## src/rtl/clock_mode_sched.sv

```systemverilog
// clock_mode_sched: mode controller and increment scheduler for the BCD
// wall clock (seconds / minutes / 00-23 hours counters).
//
// Optional build macro: AUTO_REPEAT_EN adds auto-repeat of btn_inc while it
// is held in a set state (HOLD_CYCLES to the first repeat, REPEAT_CYCLES
// between repeats). Without the macro each press gives exactly one pulse.
//
// state   | meaning
// --------+-----------------------------------------------------------
// RUN     | normal timekeeping, 1 Hz tick drives the carry chain
// SET_HR  | user sets hours, btn_inc pulses hr_inc, time paused
// SET_MIN | user sets minutes, btn_inc pulses min_inc, time paused

module clock_mode_sched #(
   parameter int DB_CYCLES     = 8000,
   parameter int TIMEOUT_TICKS = 30,
   parameter int HOLD_CYCLES   = 16000,
   parameter int REPEAT_CYCLES = 4000
) (
   input  logic       clk,
   input  logic       rst,
   input  logic       tick_1hz,
   input  logic       btn_mode,
   input  logic       btn_inc,
   input  logic       sec_max,
   input  logic       min_max,
   output logic       sec_inc,
   output logic       min_inc,
   output logic       hr_inc,
   output logic       sec_clr,
   output logic       blink,
   output logic       set_active,
   output logic [1:0] state
);

   if (DB_CYCLES < 1 || TIMEOUT_TICKS < 1 || HOLD_CYCLES < 1 || REPEAT_CYCLES < 1) begin : g_bad_param
      $error("clock_mode_sched: timing parameters must all be >= 1");
   end

   typedef enum logic [1:0] {
      RUN     = 2'd0,
      SET_HR  = 2'd1,
      SET_MIN = 2'd2
   } state_t;

   localparam int DB_W  = $clog2(DB_CYCLES) + 1;
   localparam int TMO_W = $clog2(TIMEOUT_TICKS + 1);
   localparam logic [DB_W-1:0]  DB_LOAD  = DB_W'(DB_CYCLES - 1);
   localparam logic [TMO_W-1:0] TMO_LOAD = TMO_W'(TIMEOUT_TICKS);

   // index 0 = mode button, index 1 = inc button
   logic [1:0]      sync1, sync2, db, db_q;
   logic [DB_W-1:0] db_cnt [2];
   logic            mode_press, inc_press;

   state_t          cur_st, nxt_st;
   logic [TMO_W-1:0] tmo_cnt;
   logic            timeout;
   logic            rpt_evt;
   logic            set_inc;

   logic sec_inc_d, min_inc_d, hr_inc_d, sec_clr_d, blink_d, set_active_d;

   // Synchronize both buttons and accept a level only after DB_CYCLES equal samples
   always_ff @(posedge clk or posedge rst) begin
      if (rst) begin
         sync1     <= '0;
         sync2     <= '0;
         db        <= '0;
         db_q      <= '0;
         db_cnt[0] <= '0;
         db_cnt[1] <= '0;
      end else begin
         sync1 <= {btn_inc, btn_mode};
         sync2 <= sync1;
         db_q  <= db;
         for (int i = 0; i < 2; i++) begin
            if (sync2[i] == db[i]) begin
               db_cnt[i] <= DB_LOAD;
            end else if (db_cnt[i] == '0) begin
               db[i]     <= sync2[i];
               db_cnt[i] <= DB_LOAD;
            end else begin
               db_cnt[i] <= db_cnt[i] - DB_W'(1);
            end
         end
      end
   end

   assign mode_press = db[0] & ~db_q[0];
   assign inc_press  = db[1] & ~db_q[1];

   // A press on the same tick as the last timeout tick keeps set mode alive
   assign timeout = (cur_st != RUN) && tick_1hz && (tmo_cnt == TMO_W'(1)) &&
                    !mode_press && !inc_press && !rpt_evt;

`ifdef AUTO_REPEAT_EN
   localparam int RPT_MAX = (HOLD_CYCLES > REPEAT_CYCLES) ? HOLD_CYCLES : REPEAT_CYCLES;
   localparam int RPT_W   = $clog2(RPT_MAX) + 1;

   logic             rpt_armed;
   logic [RPT_W-1:0] rpt_cnt;

   assign rpt_evt = rpt_armed && db[1] && (rpt_cnt == '0) && !mode_press && (cur_st != RUN);

   // Hold timer armed by an inc press; any release, mode press or state change disarms it
   always_ff @(posedge clk or posedge rst) begin
      if (rst) begin
         rpt_armed <= 1'b0;
         rpt_cnt   <= '0;
      end else if (cur_st == RUN || mode_press || !db[1] || nxt_st != cur_st) begin
         rpt_armed <= 1'b0;
         rpt_cnt   <= '0;
      end else if (inc_press) begin
         rpt_armed <= 1'b1;
         rpt_cnt   <= RPT_W'(HOLD_CYCLES - 1);
      end else if (rpt_armed) begin
         if (rpt_cnt == '0) rpt_cnt <= RPT_W'(REPEAT_CYCLES - 1);
         else               rpt_cnt <= rpt_cnt - RPT_W'(1);
      end
   end
`else
   assign rpt_evt = 1'b0;
`endif

   // Mode wins over inc when both are accepted in the same cycle
   assign set_inc = (inc_press && !mode_press) || rpt_evt;

   // Set-mode inactivity timer: reloads on entry and on every accepted press
   always_ff @(posedge clk or posedge rst) begin
      if (rst) begin
         tmo_cnt <= '0;
      end else if (nxt_st == RUN) begin
         tmo_cnt <= '0;
      end else if (nxt_st != cur_st || mode_press || inc_press || rpt_evt) begin
         tmo_cnt <= TMO_LOAD;
      end else if (tick_1hz && tmo_cnt != '0) begin
         tmo_cnt <= tmo_cnt - TMO_W'(1);
      end
   end

   // State register
   always_ff @(posedge clk or posedge rst) begin
      if (rst) cur_st <= RUN;
      else     cur_st <= nxt_st;
   end

   // Next-state decode
   always_comb begin
      nxt_st = cur_st;
      case (cur_st)
         RUN:     if (mode_press)            nxt_st = SET_HR;
         SET_HR:  if (mode_press)            nxt_st = SET_MIN;
                  else if (timeout)          nxt_st = RUN;
         SET_MIN: if (mode_press || timeout) nxt_st = RUN;
         default:                            nxt_st = RUN;
      endcase
   end

   // Output decode; carries in RUN are all resolved from the tick-cycle max flags
   always_comb begin
      sec_inc_d    = 1'b0;
      min_inc_d    = 1'b0;
      hr_inc_d     = 1'b0;
      sec_clr_d    = 1'b0;
      set_active_d = (nxt_st != RUN);
      case (cur_st)
         RUN: begin
            if (tick_1hz) begin
               sec_inc_d = 1'b1;
               min_inc_d = sec_max;
               hr_inc_d  = sec_max & min_max;
            end
         end
         SET_HR: begin
            hr_inc_d  = set_inc;
            sec_clr_d = timeout;
         end
         SET_MIN: begin
            min_inc_d = set_inc;
            sec_clr_d = mode_press || timeout;
         end
         default: ;
      endcase
      if (nxt_st == RUN)                         blink_d = 1'b0;
      else if (cur_st != RUN && set_inc)         blink_d = 1'b1;
      else if (cur_st != RUN && tick_1hz)        blink_d = ~blink;
      else                                       blink_d = blink;
   end

   // Registered outputs
   always_ff @(posedge clk or posedge rst) begin
      if (rst) begin
         sec_inc    <= 1'b0;
         min_inc    <= 1'b0;
         hr_inc     <= 1'b0;
         sec_clr    <= 1'b0;
         blink      <= 1'b0;
         set_active <= 1'b0;
      end else begin
         sec_inc    <= sec_inc_d;
         min_inc    <= min_inc_d;
         hr_inc     <= hr_inc_d;
         sec_clr    <= sec_clr_d;
         blink      <= blink_d;
         set_active <= set_active_d;
      end
   end

   assign state = cur_st;

endmodule

```

## config.mk

```make
export PLATFORM = sky130hd
export DESIGN_NAME = clock_mode_sched
export DESIGN_NICKNAME = d
export VERILOG_FILES = /design/src/rtl/clock_mode_sched.sv
export SDC_FILE = /design/constraint.sdc
export NUM_CORES = 1
export LEC_CHECK = 0
export CORE_MARGIN = 5
export CORE_UTILIZATION = 45
export DETAILED_ROUTE_END_ITERATION = 16
export PLACE_DENSITY = 0.67
export SLEW_MARGIN = 15
export SYNTH_ARGS = -nofsm -noshare
export SYNTH_HDL_FRONTEND = slang
export SYNTH_SLANG_ARGS = --single-unit
```

## constraint.sdc

```tcl
create_clock -name clk -period 2.1 [get_ports clk]
set_clock_uncertainty 0.05 [all_clocks]
set_input_delay 0.42 -clock clk [delete_from_list [all_inputs] [get_ports clk]]
set_output_delay 0.42 -clock clk [all_outputs]
set_load 0.05 [all_outputs]
```

==> flow_summary.yaml <==
# flow metrics
critical_path:
  worst_setup_path_end_kind: "output pin"
  critPathRequiredTime_ns: 1.63
  r2r_slack_ns: 0.18
  cp_num_buf_inv: 1
  slowest_delay_ns: 0.82
  crit_path_start_kind: "flip-flop"
  cp.depth: 1
  crit_chain: "clkdlybuf4s50_1"
  arrival_ns: 1.54
  reg2regPathDepth: 8
  r2r-end: "tmo_cnt[0]"
  cp_max_fo: 5
  startpoint: "state[0]"
  cp_slowest_cell: "clkdlybuf4s50_1"
floorplanning:
  core_area_mm2: 0.00511
  pin_count: 15
  initCoreUtil_pct: 46.1
grt:
  antenna_found_initial: 0
  grt_use_total_pct: 14.2
  grt-ovfl-total: 0
  grt_pass1_vias: 1611
  grt_max_degree: 31
clock_tree:
  post_cts_resized: 0
hold_path:
  whs_path_depth: 0
  hp-class: "flip-flop to flip-flop"
placement:
  dp_hpwl_mm: 2.85
  dp_slack_ns: 0.00570
  place.gp.congestion: 0.781
logic_synthesis:
  synth_cell_types: 38
  synthTopLogicFamily: "simple AND/OR/NAND/NOR gates"
  top_cells_by_count: "dfrtp_1, nand2_1, nor2_1"
  synth_top_cell_by_count: "dfrtp_1"
  syn_area_per_cell_um2: 10.4
  fa_ha_area_share_pct: 4.79
  netlist_instances: 227
  ys_seq_share_pct: 52.1
  yosys-mux-area-fraction_pct: 0.957
final_layout:
  final_area_mm2: 0.00274
  fin_util_pct: 53.7
  drive_gt1_share_pct: 13.5
  syn_to_final_growth_pct: 16.6
  antenna_cells: 0
  fillers: 444
sta:
  worst_slew_pin_slew_ns: 0.506
  final-max-slew-violation-count: 0
  fin_ws_ns: 0.0935
outcome:
  status: "finished clean"
power:
  power_density_mw_per_mm2: 641
  irDropWorstVdd_mv: 0.473
  p_leak_uw: 0.00111
route:
  drtIter0Drc: 63
==> routing by layer <==
metal | vias up | global-route usage [%] | share of wire [%]
met1 | 771 | 18.3 | 48
met5 | - | 0 | 0
met4 | 0 | 4.82 | 1.4
met2 | 14 | 22.4 | 47
met3 | 5 | 4.88 | 3.3
li1 | 804 | - | -
==> flip-flops by register name, summed over array words and instances, names as in the netlist, 2 cells and up <==
name,count
db_cnt,28
tmo_cnt,5
db,2
db_q,2
state,2
sync1,2
sync2,2
==> area by class of cell <==
type                       instances  area share, %
clock inverter                     1           1.09
timing repair buffer              19           6.93
inverter                          16           2.19
clock buffer                       7           3.15
tap                               70           3.19
sequential                        49           44.8
multi-input combinational        159           38.6
==> power by group <==
part / switching, µW / internal (µW)
Combinational: 55.8 / 39.1
Sequential: 13.0 / 958
Clock: 305 / 388
Total: 374 / 1390
Figure 1. Routed clock nets over the placement.
(3 px per µm)
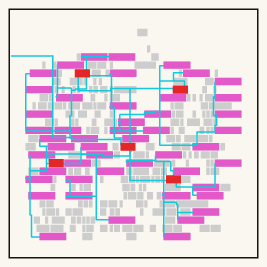
clock wires: marked cyan, length 644 µm. clock-net drivers: marked red, count 5. flip-flops: marked magenta, count 49.
There are 6 routed clock nets.
clk latency late pin: 0.30 ns
Clock group: 693 µW
clock power share: 39.4%

Figure 2. Gate-type map.
(3 px per µm)
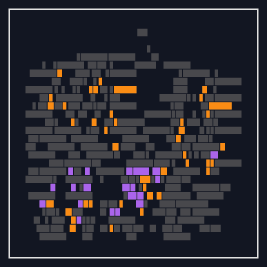
nor cells: marked orange, cells 41. aoi and oai cells: marked purple, cells 20, where bottom centre.

Figure 3. Signal wires by layer.
(6 px per µm)
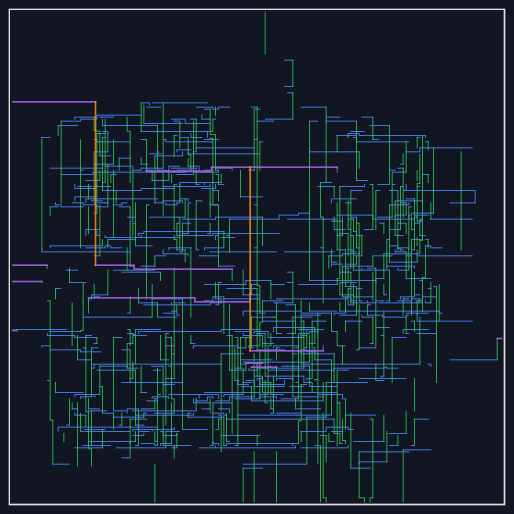
M4: marked orange, wire length 57.8 µm. M1: marked blue, wire length 1,890 µm. M2: marked green, wire length 1,880 µm. M3: marked purple, wire length 130 µm.

Figure 4. Clock nets.
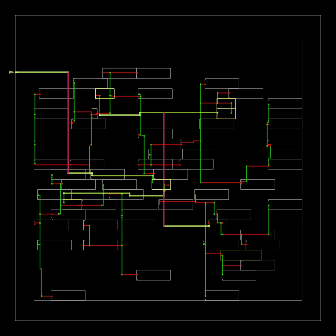
FFs & Latches: 49
CTS Sinks: 49

No activity file was given, so power comes from the tool's default toggle rates.
